floorplan.png
The bar under the picture is 50 um long. Pins as bars on the die edge. Tap cells in grey.
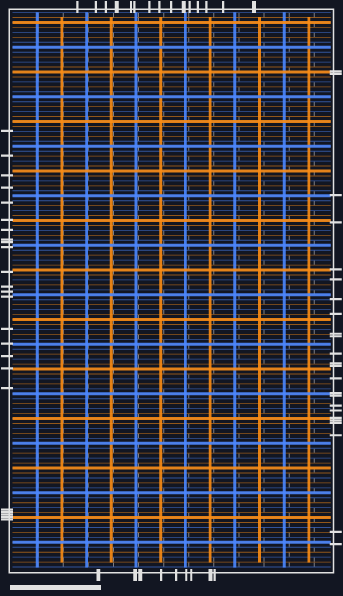
class_map.png
The bar under the picture is 50 um long.
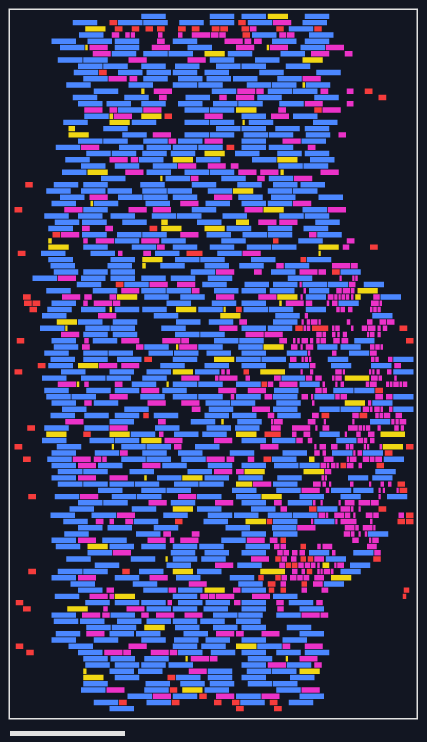
clock_wires.png
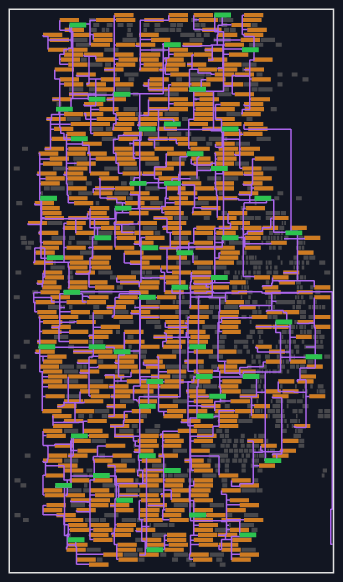
File: src/rtl/pixel_buffer_sink_if.sv
// Shader -> pixel buffer -> frame buffer SRAM bus types and interface.
// PB_STALL_STATS_EN adds the stall_cycles counter signal to the interface.

package pixel_buffer_sink_pkg;
  localparam int unsigned PIXEL_ID_W = 19;
  localparam int unsigned COLOR_W    = 16;

  typedef logic [PIXEL_ID_W-1:0] pixel_id_t;
  typedef logic [COLOR_W-1:0]    color_t;

  typedef struct packed {
    color_t    color;
    pixel_id_t pixel_id;
  } pixel_buffer_entry_t;
endpackage

interface pixel_buffer_sink_if;
  import pixel_buffer_sink_pkg::*;

  logic                pb_we;
  pixel_buffer_entry_t pb_data_in;
  logic                pb_full;
  logic                clear_start;
  logic                sram_we;
  pixel_id_t           sram_addr;
  color_t              sram_wdata;
  logic                sram_ack;
  logic                frame_done;
  logic                overflow;
`ifdef PB_STALL_STATS_EN
  logic [31:0]         stall_cycles;

  modport master (
    output pb_we, pb_data_in, clear_start, sram_ack,
    input  pb_full, sram_we, sram_addr, sram_wdata, frame_done, overflow, stall_cycles
  );

  modport slave (
    input  pb_we, pb_data_in, clear_start, sram_ack,
    output pb_full, sram_we, sram_addr, sram_wdata, frame_done, overflow, stall_cycles
  );
`else
  modport master (
    output pb_we, pb_data_in, clear_start, sram_ack,
    input  pb_full, sram_we, sram_addr, sram_wdata, frame_done, overflow
  );

  modport slave (
    input  pb_we, pb_data_in, clear_start, sram_ack,
    output pb_full, sram_we, sram_addr, sram_wdata, frame_done, overflow
  );
`endif
endinterface

File: src/rtl/pixel_buffer_sink.sv
// Pixel buffer sink: FIFO of shader pixel writes drained to the frame buffer
// SRAM over req/ack, frame completion pulse, optional background clear sweep.
// Optional macro PB_STALL_STATS_EN adds a saturating stall_cycles counter.

module pixel_buffer_sink
  import pixel_buffer_sink_pkg::*;
#(
  parameter int unsigned DEPTH      = 16,
  parameter int unsigned NUM_PIXELS = 307200,
  parameter color_t      BG_COLOR   = 16'h0000
) (
  input  logic               clk,
  input  logic               rst,
  pixel_buffer_sink_if.slave bus
);

  localparam int unsigned PTR_W = $clog2(DEPTH);
  localparam int unsigned CNT_W = PTR_W + 1;
  localparam int unsigned PIX_W = $clog2(NUM_PIXELS + 1);

  localparam pixel_id_t        LAST_ADDR = PIXEL_ID_W'(NUM_PIXELS - 1);
  localparam logic [PIX_W-1:0] LAST_PIX  = PIX_W'(NUM_PIXELS - 1);
  localparam logic [CNT_W-1:0] FULL_CNT  = CNT_W'(DEPTH);

  typedef enum logic [0:0] {
    ST_RUN   = 1'b0,
    ST_CLEAR = 1'b1
  } state_t;

  state_t              state_q, state_d;
  logic                clr_pend_q, clr_pend_d;
  pixel_id_t           clr_addr_q, clr_addr_d;

  pixel_buffer_entry_t mem [DEPTH];
  logic [PTR_W-1:0]    wr_ptr_q, rd_ptr_q;
  logic [CNT_W-1:0]    count_q;
  logic [PIX_W-1:0]    pix_cnt_q;
  logic                frame_done_q;
  logic                overflow_q;

  logic                empty;
  logic                pb_full;
  logic                sram_we;
  logic                push;
  logic                pop;
  pixel_buffer_entry_t head;

  // Back-pressure and request decode, all from registered state
  assign empty   = (count_q == '0);
  assign pb_full = (count_q == FULL_CNT) | (state_q == ST_CLEAR) | clr_pend_q;
  assign sram_we = (state_q == ST_CLEAR) | ~empty;
  assign push    = bus.pb_we & ~pb_full;
  assign pop     = (state_q == ST_RUN) & ~empty & bus.sram_ack;
  assign head    = mem[rd_ptr_q];

  assign bus.pb_full    = pb_full;
  assign bus.sram_we    = sram_we;
  assign bus.frame_done = frame_done_q;
  assign bus.overflow   = overflow_q;

  // SRAM write port mux: clear sweep, FIFO head, or idle zeros
  always_comb begin
    bus.sram_addr  = '0;
    bus.sram_wdata = '0;
    if (state_q == ST_CLEAR) begin
      bus.sram_addr  = clr_addr_q;
      bus.sram_wdata = BG_COLOR;
    end else if (!empty) begin
      bus.sram_addr  = head.pixel_id;
      bus.sram_wdata = head.color;
    end
  end

  // FSM next-state: pending clear waits for the FIFO to drain
  always_comb begin
    state_d    = state_q;
    clr_pend_d = clr_pend_q;
    clr_addr_d = clr_addr_q;
    case (state_q)
      ST_RUN: begin
        if (clr_pend_q) begin
          if (empty) begin
            state_d    = ST_CLEAR;
            clr_pend_d = 1'b0;
          end
        end else if (bus.clear_start) begin
          if (empty) state_d = ST_CLEAR;
          else       clr_pend_d = 1'b1;
        end
      end
      ST_CLEAR: begin
        if (bus.sram_ack) begin
          if (clr_addr_q == LAST_ADDR) begin
            state_d    = ST_RUN;
            clr_addr_d = '0;
          end else begin
            clr_addr_d = clr_addr_q + 1'b1;
          end
        end
      end
    endcase
  end

  // FSM state register
  always_ff @(posedge clk or negedge rst) begin
    if (!rst) begin
      state_q    <= ST_RUN;
      clr_pend_q <= 1'b0;
      clr_addr_q <= '0;
    end else begin
      state_q    <= state_d;
      clr_pend_q <= clr_pend_d;
      clr_addr_q <= clr_addr_d;
    end
  end

  // FIFO storage; contents are don't-care until pointed to
  always_ff @(posedge clk) begin
    if (push) mem[wr_ptr_q] <= bus.pb_data_in;
  end

  // FIFO pointers and occupancy
  always_ff @(posedge clk or negedge rst) begin
    if (!rst) begin
      wr_ptr_q <= '0;
      rd_ptr_q <= '0;
      count_q  <= '0;
    end else begin
      if (push) wr_ptr_q <= wr_ptr_q + 1'b1;
      if (pop)  rd_ptr_q <= rd_ptr_q + 1'b1;
      count_q <= count_q + CNT_W'(push) - CNT_W'(pop);
    end
  end

  // Drained-pixel counter and frame completion pulse
  always_ff @(posedge clk or negedge rst) begin
    if (!rst) begin
      pix_cnt_q    <= '0;
      frame_done_q <= 1'b0;
    end else begin
      frame_done_q <= 1'b0;
      if (pop) begin
        if (pix_cnt_q == LAST_PIX) begin
          pix_cnt_q    <= '0;
          frame_done_q <= 1'b1;
        end else begin
          pix_cnt_q <= pix_cnt_q + 1'b1;
        end
      end
    end
  end

  // Sticky flag for writes the shader issued while we were full
  always_ff @(posedge clk or negedge rst) begin
    if (!rst)                    overflow_q <= 1'b0;
    else if (bus.pb_we & pb_full) overflow_q <= 1'b1;
  end

`ifdef PB_STALL_STATS_EN
  logic [31:0] stall_cycles_q;
  logic [1:0]  stall_inc;
  logic        run_stall;

  assign run_stall        = (state_q == ST_RUN) & sram_we & ~bus.sram_ack;
  assign stall_inc        = 2'(run_stall) + 2'(pb_full);
  assign bus.stall_cycles = stall_cycles_q;

  // Saturating stall counter, restarted at each frame boundary
  always_ff @(posedge clk or negedge rst) begin
    if (!rst) begin
      stall_cycles_q <= '0;
    end else if (frame_done_q) begin
      stall_cycles_q <= '0;
    end else if (stall_cycles_q > (32'hFFFF_FFFF - 32'(stall_inc))) begin
      stall_cycles_q <= 32'hFFFF_FFFF;
    end else begin
      stall_cycles_q <= stall_cycles_q + 32'(stall_inc);
    end
  end
`endif

endmodule

File: src/flat_wrapper.sv
// flat-port wrapper written by rule: the top's interface ports become plain ports
module pixel_buffer_sink_flat import pixel_buffer_sink_pkg::*;
#(
  parameter int unsigned DEPTH      = 16,
  parameter int unsigned NUM_PIXELS = 307200,
  parameter color_t      BG_COLOR   = 16'h0000
)
  (clk, rst, bus_pb_we, bus_pb_data_in, bus_clear_start, bus_sram_ack, bus_pb_full, bus_sram_we, bus_sram_addr, bus_sram_wdata, bus_frame_done, bus_overflow);
  pixel_buffer_sink_if bus_i ();
  input  logic clk;
  input  logic rst;
  input wire logic [$bits(bus_i.pb_we)-1:0] bus_pb_we;
  input wire logic [$bits(bus_i.pb_data_in)-1:0] bus_pb_data_in;
  input wire logic [$bits(bus_i.clear_start)-1:0] bus_clear_start;
  input wire logic [$bits(bus_i.sram_ack)-1:0] bus_sram_ack;
  output wire logic [$bits(bus_i.pb_full)-1:0] bus_pb_full;
  output wire logic [$bits(bus_i.sram_we)-1:0] bus_sram_we;
  output wire logic [$bits(bus_i.sram_addr)-1:0] bus_sram_addr;
  output wire logic [$bits(bus_i.sram_wdata)-1:0] bus_sram_wdata;
  output wire logic [$bits(bus_i.frame_done)-1:0] bus_frame_done;
  output wire logic [$bits(bus_i.overflow)-1:0] bus_overflow;
  assign bus_i.pb_we = bus_pb_we;
  assign bus_i.pb_data_in = bus_pb_data_in;
  assign bus_i.clear_start = bus_clear_start;
  assign bus_i.sram_ack = bus_sram_ack;
  assign bus_pb_full = bus_i.pb_full;
  assign bus_sram_we = bus_i.sram_we;
  assign bus_sram_addr = bus_i.sram_addr;
  assign bus_sram_wdata = bus_i.sram_wdata;
  assign bus_frame_done = bus_i.frame_done;
  assign bus_overflow = bus_i.overflow;
  pixel_buffer_sink #(.DEPTH(DEPTH), .NUM_PIXELS(NUM_PIXELS), .BG_COLOR(BG_COLOR)) u_core (.clk(clk), .rst(rst), .bus(bus_i));
endmodule
File: config.mk
export PLATFORM = sky130hd
export DESIGN_NAME = pixel_buffer_sink_flat
export DESIGN_NICKNAME = d
export VERILOG_FILES = /design/src/rtl/pixel_buffer_sink_if.sv /design/src/rtl/pixel_buffer_sink.sv /design/src/flat_wrapper.sv
export SDC_FILE = /design/constraint.sdc
export NUM_CORES = 1
export LEC_CHECK = 0
export CORE_ASPECT_RATIO = 1.75
export CORE_UTILIZATION = 45
export DETAILED_ROUTE_END_ITERATION = 8
export PLACE_DENSITY = 0.63
export SETUP_SLACK_MARGIN = 0.1
export SYNTH_ARGS = -nofsm -noshare
export SYNTH_HDL_FRONTEND = slang
export SYNTH_SLANG_ARGS = --single-unit
File: constraint.sdc
create_clock -name clk -period 6.2 [get_ports clk]
set_input_delay 0.62 -clock clk [delete_from_list [all_inputs] [get_ports clk]]
set_output_delay 0.62 -clock clk [all_outputs]
set_load 0.01 [all_outputs]
==> impl_metrics.csv <==
group,metric,value,unit
detailed_routing,num_vias,11645,
global_routing,grt_max_degree,56,
die,num_rows,112,
timing,min_period,4280,ps
pwr,power.density,401,mW/mm2
placed_design,dp.cells,1909,
detailed_routing,ant_nets,0,
worst_setup_path,reg2reg_slack,3120,ps
cts,cts_tree,"built",
layout,num_antenna_cells,0,
global_routing,grt_use_total,19.6,%
cts,cts_root_buf,"clkbuf_16",
pwr,leakage,8.91,nW
worst_hold_path,hp-class,"in -> async",
die,top_level_ports,79,
cts,cts_sinks,615,
run,warnings,30,
cts,htreeDepth,2,
timing,hold_viol,0,
global_routing,grt_use_met1,24.9,%
cts,ctsHoldBuffers,0,
layout,n_fill_cell,4240,
synthesis,synth_cell_type_count,50,
synthesis,netlist_area,0.0242,mm2
pwr,peakVddDrop,0.229,mV
cts,cts-resized-gates,0,
layout,final_cells,1998,
synthesis,floorplan.nets,1228,
worst_setup_path,critPathRequiredTime,5580,ps
cts,clockBufferDepth,3,
synthesis,ys_sh_adder,0.755,%
synthesis,ys_top_logic_family,"multiplexers",
cts,cts_buffers,52,
synthesis,top_area_cell,"edfxtp_1",
synthesis,ys_seq_share,75.2,%
placed_design,dpl.hpwl,27800,um
synthesis,xor_area_share,1.05,%
detailed_routing,drc,0,
timing,clock.fmax,234,MHz
synthesis,edf_count,560,
synthesis,synthArstFlopShare,8.94,%
worst_setup_path,endpoint_kind,"output pin",
worst_setup_path,worstSetupPathType,"reg -> out",
die,core_area,0.0533,mm2
die,die_width,177,um
timing,fin_setup_tns,0,ps
synthesis,yosysMostFrequentCell,"edfxtp_1",
die,die_y,309,um
global_routing,grt_pass1_vias,12387,
synthesis,synth_area_per_cell,20.6,um2
cts,cts_setup_buffers,0,
outcome,status,"finished, final reports clean",
layout,syn_to_final_growth,13.4,%
timing,rsz0062_at_grt,"false",
synthesis,synthAoiAreaFrac,2.34,%
placed_design,port_buffers,78,
global_routing,met3_usage,2.24,%
global_routing,top_usage_layer,"met2",
timing,timing.slew.headroom,42.6,%
pwr,power,11.0,mW
placed_design,gp_congestion,0.763,
synthesis,ys_sh_simple,3.27,%
worst_setup_path,start_kind,"flop",
timing,finalCritPeriodShare,69.1,%
synthesis,postSynthCellCount,1174,
synthesis,ys_ff,615,
synthesis,ff_type,"edfxtp_1",
detailed_routing,wire_per_inst,26.1,um
synthesis,yosys_cells,1174,
Back to the opening pictures, floorplan.png:
- orange: VDD
- blue: VSS
- rows: 112
- signal pins: 79

Back to the opening pictures, class_map.png:
- yellow: clock drivers and dummy loads (cells 89)
- magenta: remaining logic cells (cells 507)
- red: remaining buffers and delay cells (cells 103)
- blue: sequential cells (cells 615)

Back to the opening pictures, clock_wires.png:
- green: clock-net drivers (count 52)
- purple: clock wires (length 6620 um)
- orange: flip-flops (count 615)
- routed clock nets: 53
Clock group: 3.15 mW
Clock power frac: 28.6%
skew final: 11.6 ps
worst skew pair latency: 590 ps

[per-stage QoR]
stage	hold slack (ps)	area, um2	worst slack (ps)	utilization (%)
final	171	27400	1920	51.5
after global routing	233	27400	1720	51.5
after CTS	189	27400	1870	51.5
after detailed placement	459	25800	2520	48.5
after global placement	437	25800	2520	48.5
after floorplan	324	24200	3570	-
[layer usage]
layer  part of all wire (%)  up-vias  routed length, um
met2                     53      280              27600
li1                       -     5045                  -
met1                     41     6230              21200
met3                    3.8       88               1990
met4                    2.6        2               1350
met5                  0.021        -                 11
[cell type report]
class,instances,area [um2],share of cell area (%)
sequential,615,18200,66.3
multi-input combinational,486,5710,20.8
clock buffer,60,1330,4.85
timing repair buffer,103,1000,3.65
tap,684,856,3.12
clock inverter,29,273,0.994
inverter,21,78.8,0.287
[layout by cell type (no fill, tap or decap), types with 4 or more instances in the layout]
cell type	netlist	routed
and3_1	6	6
inv_1	20	20
nor2_1	17	17
and4_1	8	8
nand3_1	18	18
o22ai_1	16	16
ha_1	13	13
clkinv_1	0	12
xor2_1	11	11
clkbuf_16	0	52
o221ai_1	18	18
xnor2_1	18	18
a21oi_1	14	14
nand2_1	43	42
o31ai_1	9	9
clkbuf_1	19	8
buf_4	9	22
clkdlybuf4s50_1	0	77
mux4_2	140	140
nand4_1	7	7
dfrtp_1	55	52
edfxtp_1	560	560
mux2i_1	71	71
and2_2	0	15
o21ai_0	14	14
bufinv_16	0	4
clkinv_2	0	6
nor3_1	8	8
[registers in the layout (all words and copies together) (netlist names)]
name                   flops
u_core.clr_pend_q          1
u_core.clr_addr_q         19
u_core.bus.overflow        1
u_core.state_q             1
u_core.bus.frame_done      1
u_core.mem               560
u_core.pix_cnt_q          19
u_core.wr_ptr_q            4
u_core.count_q             5
u_core.rd_ptr_q            4
[critical path, stage by stage (launching register included)]
cell             delay (ps)
dfrtp_4                 880
buf_4                   680
mux4_2                  410
mux2i_1                 250
o221ai_1                210
clkdlybuf4s50_1         550
[kinds of logic (layout without fill, tap and decap cells)]
group / Yosys count / after routing
AND/OR/NAND/NOR: 147 / 147
flip-flops: 615 / 615
XOR/XNOR: 29 / 29
multiplexers: 213 / 213
AND-OR/OR-AND: 83 / 83
buffers and inverters: 73 / 213
adder cells (fa/ha/maj): 14 / 14
[path summary, 6_finish.rpt]
check	start	endpoint	cells after the start
worst max-delay path	u_core.rd_ptr_q[1]	bus_sram_addr[8]	5
worst min-delay path	rst	u_core.clr_addr_q[2]	2
worst max register to register	u_core.count_q[2]	u_core.count_q[4]	12
worst min register to register	u_core.bus.overflow	u_core.bus.overflow	1
max in group asynchronous	rst	u_core.rd_ptr_q[0]	2
min in group clk	u_core.bus.overflow	u_core.bus.overflow	1
[power breakdown]
group	switching, mW	internal, mW
clock	1.44	1.71
combinational	1.36	1.55
sequential	0.325	4.64
total	3.12	7.89
Power is estimated from default activity; no workload was simulated.
